[config.mk]
export PLATFORM = sky130hd
export DESIGN_NAME = receptor_jogada_serial
export DESIGN_NICKNAME = d
export VERILOG_FILES = /design/src/rtl/receptor_jogada_serial.sv
export SDC_FILE = /design/constraint.sdc
export NUM_CORES = 1
export LEC_CHECK = 0
export CAP_MARGIN = 5
export CELL_PAD_IN_SITES_DETAIL_PLACEMENT = 0
export CELL_PAD_IN_SITES_GLOBAL_PLACEMENT = 1
export CORE_UTILIZATION = 43
export DETAILED_ROUTE_END_ITERATION = 10
export GPL_ROUTABILITY_DRIVEN = 1
export PLACE_DENSITY = 0.79
export SYNTH_ARGS = -nofsm -noshare
export SYNTH_HDL_FRONTEND = slang
export SYNTH_SLANG_ARGS = --single-unit
[constraint.sdc]
create_clock -name clock -period 1.9 [get_ports clock]
set_input_delay 0.19 -clock clock [delete_from_list [all_inputs] [get_ports clock]]
set_output_delay 0.19 -clock clock [all_outputs]
set_load 0.005 [all_outputs]
[src/rtl/receptor_jogada_serial.sv]
// UART 8N1 receiver that turns ASCII '1'..'9' into a timed active-low key press
// on the 9-bit button bus, with a released gap before the next character is accepted.
module receptor_jogada_serial #(
  parameter int CLKS_PER_BIT = 434,
  parameter int HOLD_CYCLES  = 100,
  parameter int CNT_W        = 9
) (
  input  logic       clock,
  input  logic       reset,
  input  logic       enable,
  input  logic       rx,
  output logic [8:0] botoes,
  output logic       pronto,
  output logic       erro,
  output logic [7:0] db_dado,
  output logic [3:0] db_estado
);

  typedef enum logic [3:0] {
    WAIT_IDLE = 4'd0,
    IDLE      = 4'd1,
    START     = 4'd2,
    DATA      = 4'd3,
    STOP      = 4'd4,
    DECODE    = 4'd5,
    HOLD      = 4'd6,
    GAP       = 4'd7
  } state_t;

  localparam logic [CNT_W-1:0] BIT_LAST  = CNT_W'(CLKS_PER_BIT - 1);
  localparam logic [CNT_W-1:0] HALF_LAST = CNT_W'(CLKS_PER_BIT / 2 - 1);
  localparam logic [CNT_W-1:0] HOLD_LAST = CNT_W'(HOLD_CYCLES - 1);

  state_t           state, state_n;
  logic [CNT_W-1:0] cnt, cnt_n;
  logic [2:0]       bit_idx, bit_idx_n;
  logic [7:0]       shreg, shreg_n;
  logic [7:0]       db_dado_n;
  logic [8:0]       botoes_n;
  logic             pronto_n, erro_n;
  logic             rx_meta_p0, rx_s;
  logic             key_valid;
  logic [3:0]       key_idx;

  // Synchroniser stage: rx -> rx_meta_p0 -> rx_s
  always_ff @(posedge clock) begin
    if (!reset) begin
      rx_meta_p0 <= 1'b1;
      rx_s       <= 1'b1;
    end else begin
      rx_meta_p0 <= rx;
      rx_s       <= rx_meta_p0;
    end
  end

  // ASCII '1'..'9' have low nibble 1..9, so the key index is nibble-1.
  assign key_valid = (db_dado >= 8'h31) && (db_dado <= 8'h39);
  assign key_idx   = db_dado[3:0] - 4'd1;

  always_comb begin
    state_n   = state;
    cnt_n     = cnt;
    bit_idx_n = bit_idx;
    shreg_n   = shreg;
    db_dado_n = db_dado;
    botoes_n  = botoes;
    pronto_n  = 1'b0;
    erro_n    = 1'b0;
    if (!enable) begin
      state_n  = WAIT_IDLE;
      cnt_n    = '0;
      botoes_n = 9'h1FF;
    end else begin
      case (state)
        WAIT_IDLE: begin
          // Require a full bit time of idle line so we never frame mid-character.
          if (!rx_s) cnt_n = '0;
          else if (cnt == BIT_LAST) begin
            cnt_n   = '0;
            state_n = IDLE;
          end else cnt_n = cnt + CNT_W'(1);
        end
        IDLE: begin
          if (!rx_s) begin
            cnt_n   = '0;
            state_n = START;
          end
        end
        START: begin
          if (cnt == HALF_LAST) begin
            cnt_n = '0;
            if (!rx_s) begin
              bit_idx_n = 3'd0;
              state_n   = DATA;
            end else state_n = IDLE;
          end else cnt_n = cnt + CNT_W'(1);
        end
        DATA: begin
          if (cnt == BIT_LAST) begin
            cnt_n            = '0;
            shreg_n[bit_idx] = rx_s;
            if (bit_idx == 3'd7) state_n = STOP;
            else bit_idx_n = bit_idx + 3'd1;
          end else cnt_n = cnt + CNT_W'(1);
        end
        STOP: begin
          if (cnt == BIT_LAST) begin
            cnt_n     = '0;
            db_dado_n = shreg;
            if (rx_s) state_n = DECODE;
            else begin
              erro_n  = 1'b1;
              state_n = WAIT_IDLE;
            end
          end else cnt_n = cnt + CNT_W'(1);
        end
        DECODE: begin
          cnt_n = '0;
          if (key_valid) begin
            botoes_n = ~(9'd1 << key_idx);
            pronto_n = 1'b1;
            state_n  = HOLD;
          end else begin
            erro_n  = 1'b1;
            state_n = WAIT_IDLE;
          end
        end
        HOLD: begin
          if (cnt == HOLD_LAST) begin
            cnt_n    = '0;
            botoes_n = 9'h1FF;
            state_n  = GAP;
          end else cnt_n = cnt + CNT_W'(1);
        end
        GAP: begin
          if (cnt == HOLD_LAST) begin
            cnt_n   = '0;
            state_n = WAIT_IDLE;
          end else cnt_n = cnt + CNT_W'(1);
        end
        default: begin
          cnt_n    = '0;
          botoes_n = 9'h1FF;
          state_n  = WAIT_IDLE;
        end
      endcase
    end
  end

  always_ff @(posedge clock) begin
    if (!reset) begin
      state   <= WAIT_IDLE;
      cnt     <= '0;
      bit_idx <= 3'd0;
      botoes  <= 9'h1FF;
      pronto  <= 1'b0;
      erro    <= 1'b0;
      db_dado <= 8'h00;
    end else begin
      state   <= state_n;
      cnt     <= cnt_n;
      bit_idx <= bit_idx_n;
      botoes  <= botoes_n;
      pronto  <= pronto_n;
      erro    <= erro_n;
      db_dado <= db_dado_n;
    end
  end

  // Shift register holds only data bits; it is fully rewritten every frame.
  always_ff @(posedge clock) begin
    shreg <= shreg_n;
  end

  assign db_estado = state;

endmodule

### Signal wires on met1, run 1

Bar = 20 um.
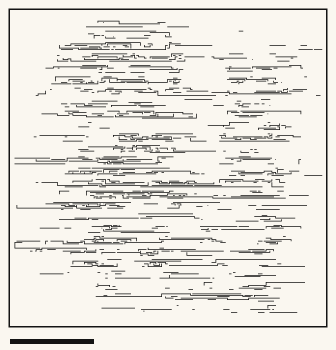
The layer holds 50% of the routed length. 259 nets have wire on it.
DR vias: 1,867
met1 usage: 26.1%
final wirelength: 4880 um

### M2 wires, run 1

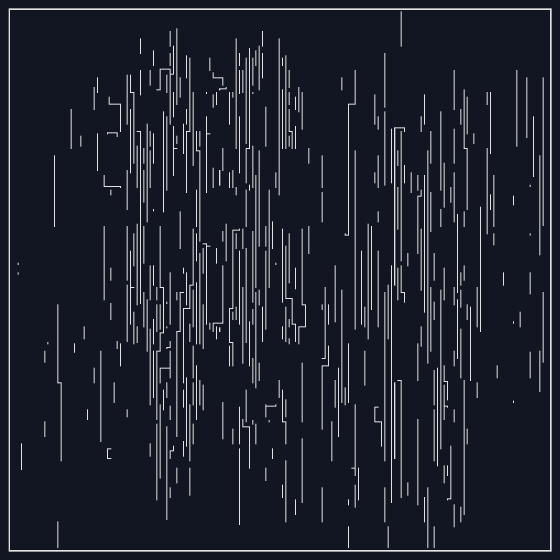
The longest straight run is 33.0 um. 229 nets have wire on it. The layer holds 45% of the routed length.
GR Util met2: 29.0%

### The metal 3 layer, run 1

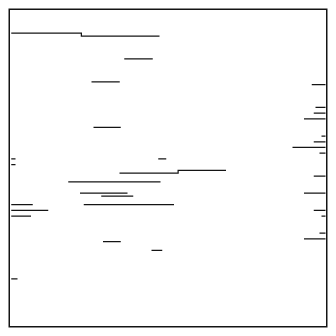
The wires run mostly horizontal. 29 nets have wire on it.

==> impl_metrics.toml, run 1 <==
# synthesis and place-and-route metrics
[yosys]
syn_avg_cell_area_um2 = 9.53
synth_dominant_cell_count = "dfxtp_1"
top_area_share_pct = 31.3
synthArstFlopShare_pct = 0
yosysWarnings = 0

[power_and_ir_drop]
p_per_area_nw_per_um2 = 612
irDropWorstVdd_mv = 0.328

[global_routing]
grt_use_total_pct = 19.0
antenna_found_initial = 0
grt_pass1_wl_um = 7940

[floorplanning]
rows = 26

[final_layout]
drive_above_1_share_pct = 16.8

[drt]
initialDrtViolationCount = 117
vias_per_cell = 5.35
routedWlPerCell_um = 14.0

[timing]
fmax_ghz = 0.571
hold_slack_ns = 0.413
skew_ns = 0.00787
setup_viol = 0

[clocking]
clkTransAtPathRegs_ns = 0.09
cts_tree = "built"
numCtsBuffers = 5

[placement]
place_area_um2 = 2690
portBuffers = 25

[run_status]
status = "finished, final reports clean"

[worst_setup_path]
end_kind = "flop"
cp.required_ns = 1.89
run 1: metal layers:
metal	track usage, %	vias up	routed length (um)
li1	-	961	-
met1	26.1	858	2420
met2	29.0	43	2190
met3	5.09	5	210
met4	6.17	0	56
met5	0	-	0
run 1: power by group:
| group | internal [uW] | leakage (uW) | total (uW) | switching [uW] |
|---|---|---|---|---|
| clock | 390 | 0.0000558 | 713 | 324 |
| sequential | 951 | 0.000363 | 956 | 4.71 |
| combinational | 23.7 | 0.000589 | 52.7 | 29.0 |
| total | 1360 | 0.00101 | 1720 | 357 |
run 1: cell usage in the layout, fill, tap and decap left out, types with 7 or more instances in the layout:
| cell | n |
|---|---|
| buf_4 | 15 |
| nor3_1 | 19 |
| nor2b_1 | 10 |
| edfxtp_1 | 8 |
| nand3_1 | 10 |
| nor2_1 | 21 |
| mux2i_1 | 9 |
| clkdlybuf4s50_1 | 25 |
| dfxtp_1 | 33 |
| nand2_1 | 15 |
| a31oi_1 | 11 |
| a21oi_1 | 7 |
| nand2b_1 | 8 |
run 1: through the flow:
stage                     std cells  setup WS [ns]  power (uW)
after CTS                       349         0.0838        1750
after detailed placement        341         0.0936        1030
after global routing            349       0.000612        1800
final                           349          0.148        1720
after global placement          341         0.0898        1030
after floorplan                 242          0.243        1010
run 1: kinds of logic (layout without fill, tap and decap cells):
logic type / after synthesis / count (layout) / share of synthesized area (%)
fa+ha+maj: 7 / 7 / 3.80
buf+inv: 19 / 56 / 4.94
mux: 10 / 10 / 4.56
flops: 44 / 44 / 41.7
xor+xnor: 2 / 2 / 0.760
other cells: 1 / 1 / 0.163
simple gates: 120 / 120 / 32.3
compound gates: 39 / 39 / 11.8
run 1: final cells by class:
| cell class | count | area (um^2) |
|---|---|---|
| inverter | 7 | 26.3 |
| sequential | 44 | 965 |
| tap | 70 | 87.6 |
| clock buffer | 5 | 68.8 |
| multi-input combinational | 179 | 1240 |
| fill | 474 | 2330 |
| clock inverter | 3 | 42.5 |
| timing repair buffer | 41 | 383 |
run 1: state kept, by name, summed over array words and instances, names as in the netlist:
| name | count |
|---|---|
| bit_idx | 3 |
| botoes | 9 |
| cnt | 9 |
| db_dado | 8 |
| db_estado | 3 |
| erro | 1 |
| pronto | 1 |
| rx_meta_p0 | 1 |
| rx_s | 1 |
| shreg | 8 |
run 1: timing repair:
action	4_1_cts	5_1_grt
hold endpoints to repair	0	0
setup endpoints to repair	0	15
resized	0	5
setup buffers	0	0
run 1: worst max-delay path, cell delays in order, from the launching register on:
cell and delay [ns]:
dfxtp_2 0.34, inv_1 0.08, ha_1 0.14, nand4bb_1 0.20
nor2_4 0.23, nand4b_1 0.20, nor3_1 0.26
run 1: final timing paths:
check / startpoint / end / slack (ns) / depth (start not counted)
max: cnt[1] / shreg[0] / 0.15 / 6
min: rx_meta_p0 / rx_s / 0.41 / 1
max reg2reg: cnt[1] / shreg[0] / 0.15 / 6
min reg2reg: rx_meta_p0 / rx_s / 0.41 / 1
==> run 2, diff against run 1 <==
--- a/config.mk
+++ b/config.mk
@@ -11,6 +11,7 @@
 export CORE_UTILIZATION = 43
 export DETAILED_ROUTE_END_ITERATION = 10
 export GPL_ROUTABILITY_DRIVEN = 1
+export GPL_TIMING_DRIVEN = 1
 export PLACE_DENSITY = 0.79
 export SYNTH_ARGS = -nofsm -noshare
 export SYNTH_HDL_FRONTEND = slang
### Track usage over the die, run 2

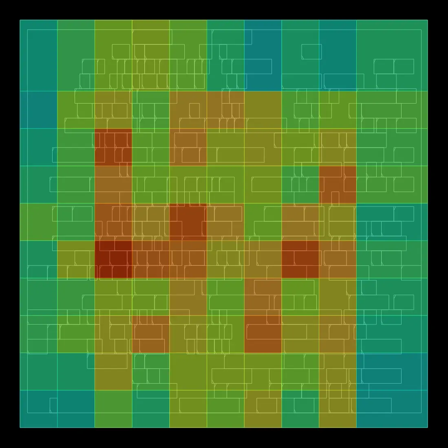
final core utilization: 54.7%
Total GRT Usage: 19.0%
GRT met3 Usage: 5.09%
WL per Instance: 14.0 um

==> run 2 against run 1 <==
Effect of this change:
- hold slack unchanged
- power unchanged
- first-iteration DRC count unchanged
- sequential cell count unchanged
- synthesized cell count unchanged
- die size did not move
- register-to-register slack barely moved
- utilization is the same
- maximum frequency unchanged
- via count unchanged
- critical endpoint unchanged
- largest cell class unchanged
- largest power group unchanged
==> impl_metrics.toml, run 2 <==
# synthesis and place-and-route metrics
[timing]
setup_viol = 0
layout_setup_ws_ns = 0.148
hold_slack_ns = 0.413
fmax_ghz = 0.571
skew_ns = 0.00787

[yosys]
synth_dominant_cell_count = "dfxtp_1"
top_area_share_pct = 31.3
syn_avg_cell_area_um2 = 9.53
yosysWarnings = 0
synthArstFlopShare_pct = 0

[power_and_ir_drop]
switching_share_pct = 20.8
pwr-share-seq_pct = 55.5
clockPowerShare_pct = 41.4
p_per_area_nw_per_um2 = 612
p_int_uw = 1360

[clocking]
numCtsBuffers = 5
clkTransAtPathRegs_ns = 0.09

[drt]
initialDrtViolationCount = 117
vias = 1867
vias_per_cell = 5.35

[worst_setup_path]
r2r_cells = 6
r2r-start = "cnt[1]"
cp.required_ns = 1.89
end_kind = "flop"
r2r-end = "shreg[0]"

[final_layout]
drive_above_1_share_pct = 16.8
regArea_um2 = 965
fill_cells = 474
final_layout_top_logic_cell = "dfxtp_1"
final-comb-area_um2 = 1240
mostFrequentLayoutCells = "dfxtp_1 (33), clkdlybuf4s50_1 (25), nor2_1 (21), nor3_1 (19)"
top_regs = "botoes (9), cnt (9)"

[placement]
place_ws_ns = 0.0936
place_area_um2 = 2690

[hold_path]
hp-start = "rx_meta_p0"
hold_depth = 1
worstHoldEndpoint = "rx_s"

[run_status]
status = "finished, final reports clean"

[floorplanning]
rows = 26
run 2: cell counts after synthesis:
No cell type changed its count.
run 2: timing repair:
action	4_1_cts	5_1_grt
gates resized	0	5
endpoints found under the setup margin	0	15
setup buffers	0	0
run 2: how the worst max path moves through the flow:
stage / slack (ns) / depth (start not counted) / to / start
3_5_place_dp: 0.09 / 7 / bit_idx[0] / cnt[0]
3_3_place_gp: 0.09 / 7 / bit_idx[0] / cnt[0]
6_report: 0.15 / 6 / shreg[0] / cnt[1]
5_1_grt: 0.0006 / 8 / cnt[5] / cnt[1]
4_1_cts: 0.08 / 7 / bit_idx[0] / cnt[0]
2_1_floorplan: 0.24 / 6 / db_estado[1] / cnt[0]
run 2: routing by layer:
| layer | global-route usage [%] | part of all wire [%] | vias up |
|---|---|---|---|
| met4 | 6.17 | 1.1 | 0 |
| met3 | 5.09 | 4.3 | 5 |
| met2 | 29.0 | 45 | 43 |
| met1 | 26.1 | 50 | 858 |
| li1 | - | - | 961 |
| met5 | 0 | 0 | - |
run 2: worst max-delay path, stage by stage, from the launching register on:
cell and delay, ns:
dfxtp_2 0.34, inv_1 0.08, ha_1 0.14, nand4bb_1 0.20, nor2_4 0.23, nand4b_1 0.20
nor3_1 0.26
run 2: power by group through the flow:
stage / clock (uW) / combinational (uW) / sequential, uW
after global placement: 0 / 52.5 / 977
after CTS: 741 / 52.1 / 955
final: 713 / 52.7 / 956
after detailed placement: 0 / 52.0 / 977
after global routing: 784 / 57.2 / 957
after floorplan: 0 / 31.5 / 977
run 2: cell type report:
class | count | area share (%)
tap | 70 | 3.11
inverter | 7 | 0.934
sequential | 44 | 34.3
clock inverter | 3 | 1.51
multi-input combinational | 179 | 44.1
clock buffer | 5 | 2.45
timing repair buffer | 41 | 13.6
run 2: cells by family (layout without fill, tap and decap cells):
kind of cell    count (synthesis)  after routing  share of synthesized area [%]
buf+inv                        19             56                           4.94
mux                            10             10                           4.56
flops                          44             44                           41.7
fa+ha+maj                       7              7                           3.80
xor+xnor                        2              2                          0.760
simple gates                  120            120                           32.3
other cells                     1              1                          0.163
compound gates                 39             39                           11.8
run 2: per-stage QoR:
step           std cells  total power, uW
2_1_floorplan        242             1010
3_3_place_gp         341             1030
3_5_place_dp         341             1030
4_1_cts              349             1750
5_1_grt              349             1800
6_report             349             1720
### Signal wires on met1, run 2

Bar = 20 um.
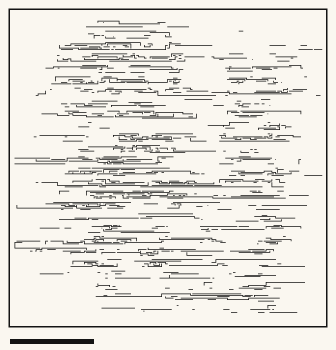

==> run 3, diff against run 2 <==
--- a/config.mk
+++ b/config.mk
@@ -8,11 +8,14 @@
 export CAP_MARGIN = 5
 export CELL_PAD_IN_SITES_DETAIL_PLACEMENT = 0
 export CELL_PAD_IN_SITES_GLOBAL_PLACEMENT = 1
+export CORE_MARGIN = 2
 export CORE_UTILIZATION = 43
 export DETAILED_ROUTE_END_ITERATION = 10
 export GPL_ROUTABILITY_DRIVEN = 1
 export GPL_TIMING_DRIVEN = 1
 export PLACE_DENSITY = 0.79
+export REMOVE_ABC_BUFFERS = 1
+export SLEW_MARGIN = 10
 export SYNTH_ARGS = -nofsm -noshare
 export SYNTH_HDL_FRONTEND = slang
 export SYNTH_SLANG_ARGS = --single-unit
### Signal wires on met1, run 3

Bar = 20 um.
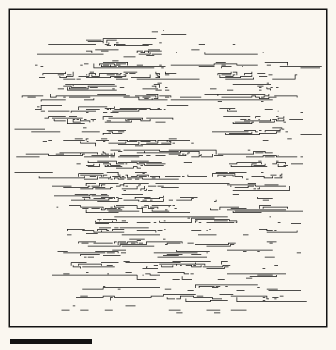
DR vias: 1,843
final wirelength: 4590 um
met1 usage: 22.8%

==> run 3 against run 2 <==
Effect of this change:
- synthesized area is the same
- wire length shrank 5.8%
- global-route usage shrank 2.4 points
- sequential power is essentially flat
- count of clock-buffer cells in the layout is the same
- utilization shrank 0.22 points
- synthesized cell count is the same
- hold slack lost 0.0024 ns
- maximum frequency is essentially flat
- sequential cell count is the same
- highest routed layer unchanged
==> impl_metrics.toml, run 3 <==
# synthesis and place-and-route metrics
[worst_setup_path]
cp.required_ns = 2.13
end_kind = "flop"

[yosys]
syn_area_um2 = 2310
netlist_instances = 242
synth_dominant_cell_count = "dfxtp_1"
top_area_share_pct = 31.3
synthArstFlopShare_pct = 0
yosysWarnings = 0

[power_and_ir_drop]
p_int_uw = 1370
switchingPower_uw = 363
switching_share_pct = 20.9
pwr-share-seq_pct = 55.2
p_per_area_nw_per_um2 = 619
irDropWorstVdd_mv = 0.292

[timing]
skew_ns = 0.00533
setup_viol = 0

[final_layout]
top_regs = "botoes (9), cnt (9)"
drive_above_1_share_pct = 16.2
final_layout_top_logic_cell = "dfxtp_1"

[clocking]
numCtsBuffers = 5
cts_tree = "built"

[drt]
initialDrtViolationCount = 94
vias_per_cell = 5.30

[placement]
place_area_um2 = 2680
portBuffers = 25

[hold_path]
hold_depth = 1

[floorplanning]
die_area_um2 = 5960
rows = 26

[global_routing]
antenna_found_initial = 0

[run_status]
status = "finished, final reports clean"
## run 3: cell counts after synthesis
No cell type changed its count.
## run 3: worst paths after layout
path	startpoint	endpoint	slack (ns)
max	cnt[2]	cnt[5]	0.15
min	rx_meta_p0	rx_s	0.41
max reg2reg	cnt[2]	cnt[5]	0.15
min reg2reg	rx_meta_p0	rx_s	0.41
## run 3: power groups by stage
| stage | Clock, uW | Combinational (uW) | Sequential [uW] |
|---|---|---|---|
| after floorplan | 0 | 24.4 | 977 |
| after global placement | 0 | 51.2 | 977 |
| after detailed placement | 0 | 51.4 | 978 |
| after CTS | 749 | 51.5 | 956 |
| after global routing | 789 | 56.2 | 957 |
| final | 726 | 51.2 | 956 |
## run 3: cells by family (layout without fill, tap and decap cells)
kind of cell	Yosys count	after routing	share of synthesized area, %
and+or+nand+nor	120	120	32.3
DFF	44	44	41.7
AOI/OAI and AO/OA	39	39	11.8
buffers and inverters	19	55	4.94
muxes	10	10	4.56
adders and majority gates	7	7	3.80
xor gates and xnor gates	2	2	0.760
other	1	1	0.163
## run 3: metrics by stage
stage | utilization [%] | instances | worst slack, ns | total power, uW
final | 54.5 | 348 | 0.146 | 1730
after global routing | 54.5 | 348 | 0.0193 | 1800
after CTS | 54.4 | 348 | 0.0925 | 1760
after detailed placement | 52.2 | 340 | 0.114 | 1030
after global placement | 52.2 | 340 | 0.132 | 1030
after floorplan | - | 230 | 0.136 | 1000
## run 3: layout make-up
type / instances / area (um^2)
Sequential cell: 44 / 963
Multi-Input combinational cell: 179 / 1230
Clock buffer: 5 / 68.8
Inverter: 7 / 26.3
Timing Repair Buffer: 40 / 375
Fill cell: 508 / 2340
Clock inverter: 3 / 46.3
Tap cell: 70 / 87.6
## run 3: metal layers
layer	track usage [%]	vias to the layer above	part of all wire, %
met5	0	-	0
met3	3.18	2	4.2
li1	-	956	-
met2	26.3	38	45
met1	22.8	847	50
met4	5.18	0	0.46
## run 3: worst max-delay path, stage by stage (launching register included)
cell and delay (ns):
dfxtp_1 0.53, nand4b_1 0.26, nor2_4 0.09, o211ai_1 0.33
buf_4 0.22, nand3_1 0.08, a31oi_1 0.16
## run 3: what timing repair did
action / CTS / global route
resized: 0 / 3
endpoints found under the setup margin: 0 / 5
buffers inserted: 0 / 0
endpoints found under the hold margin: 0 / 0
hold buffers: 0 / 0
Power figures rest on the tool's default switching activity, not on a simulated workload.
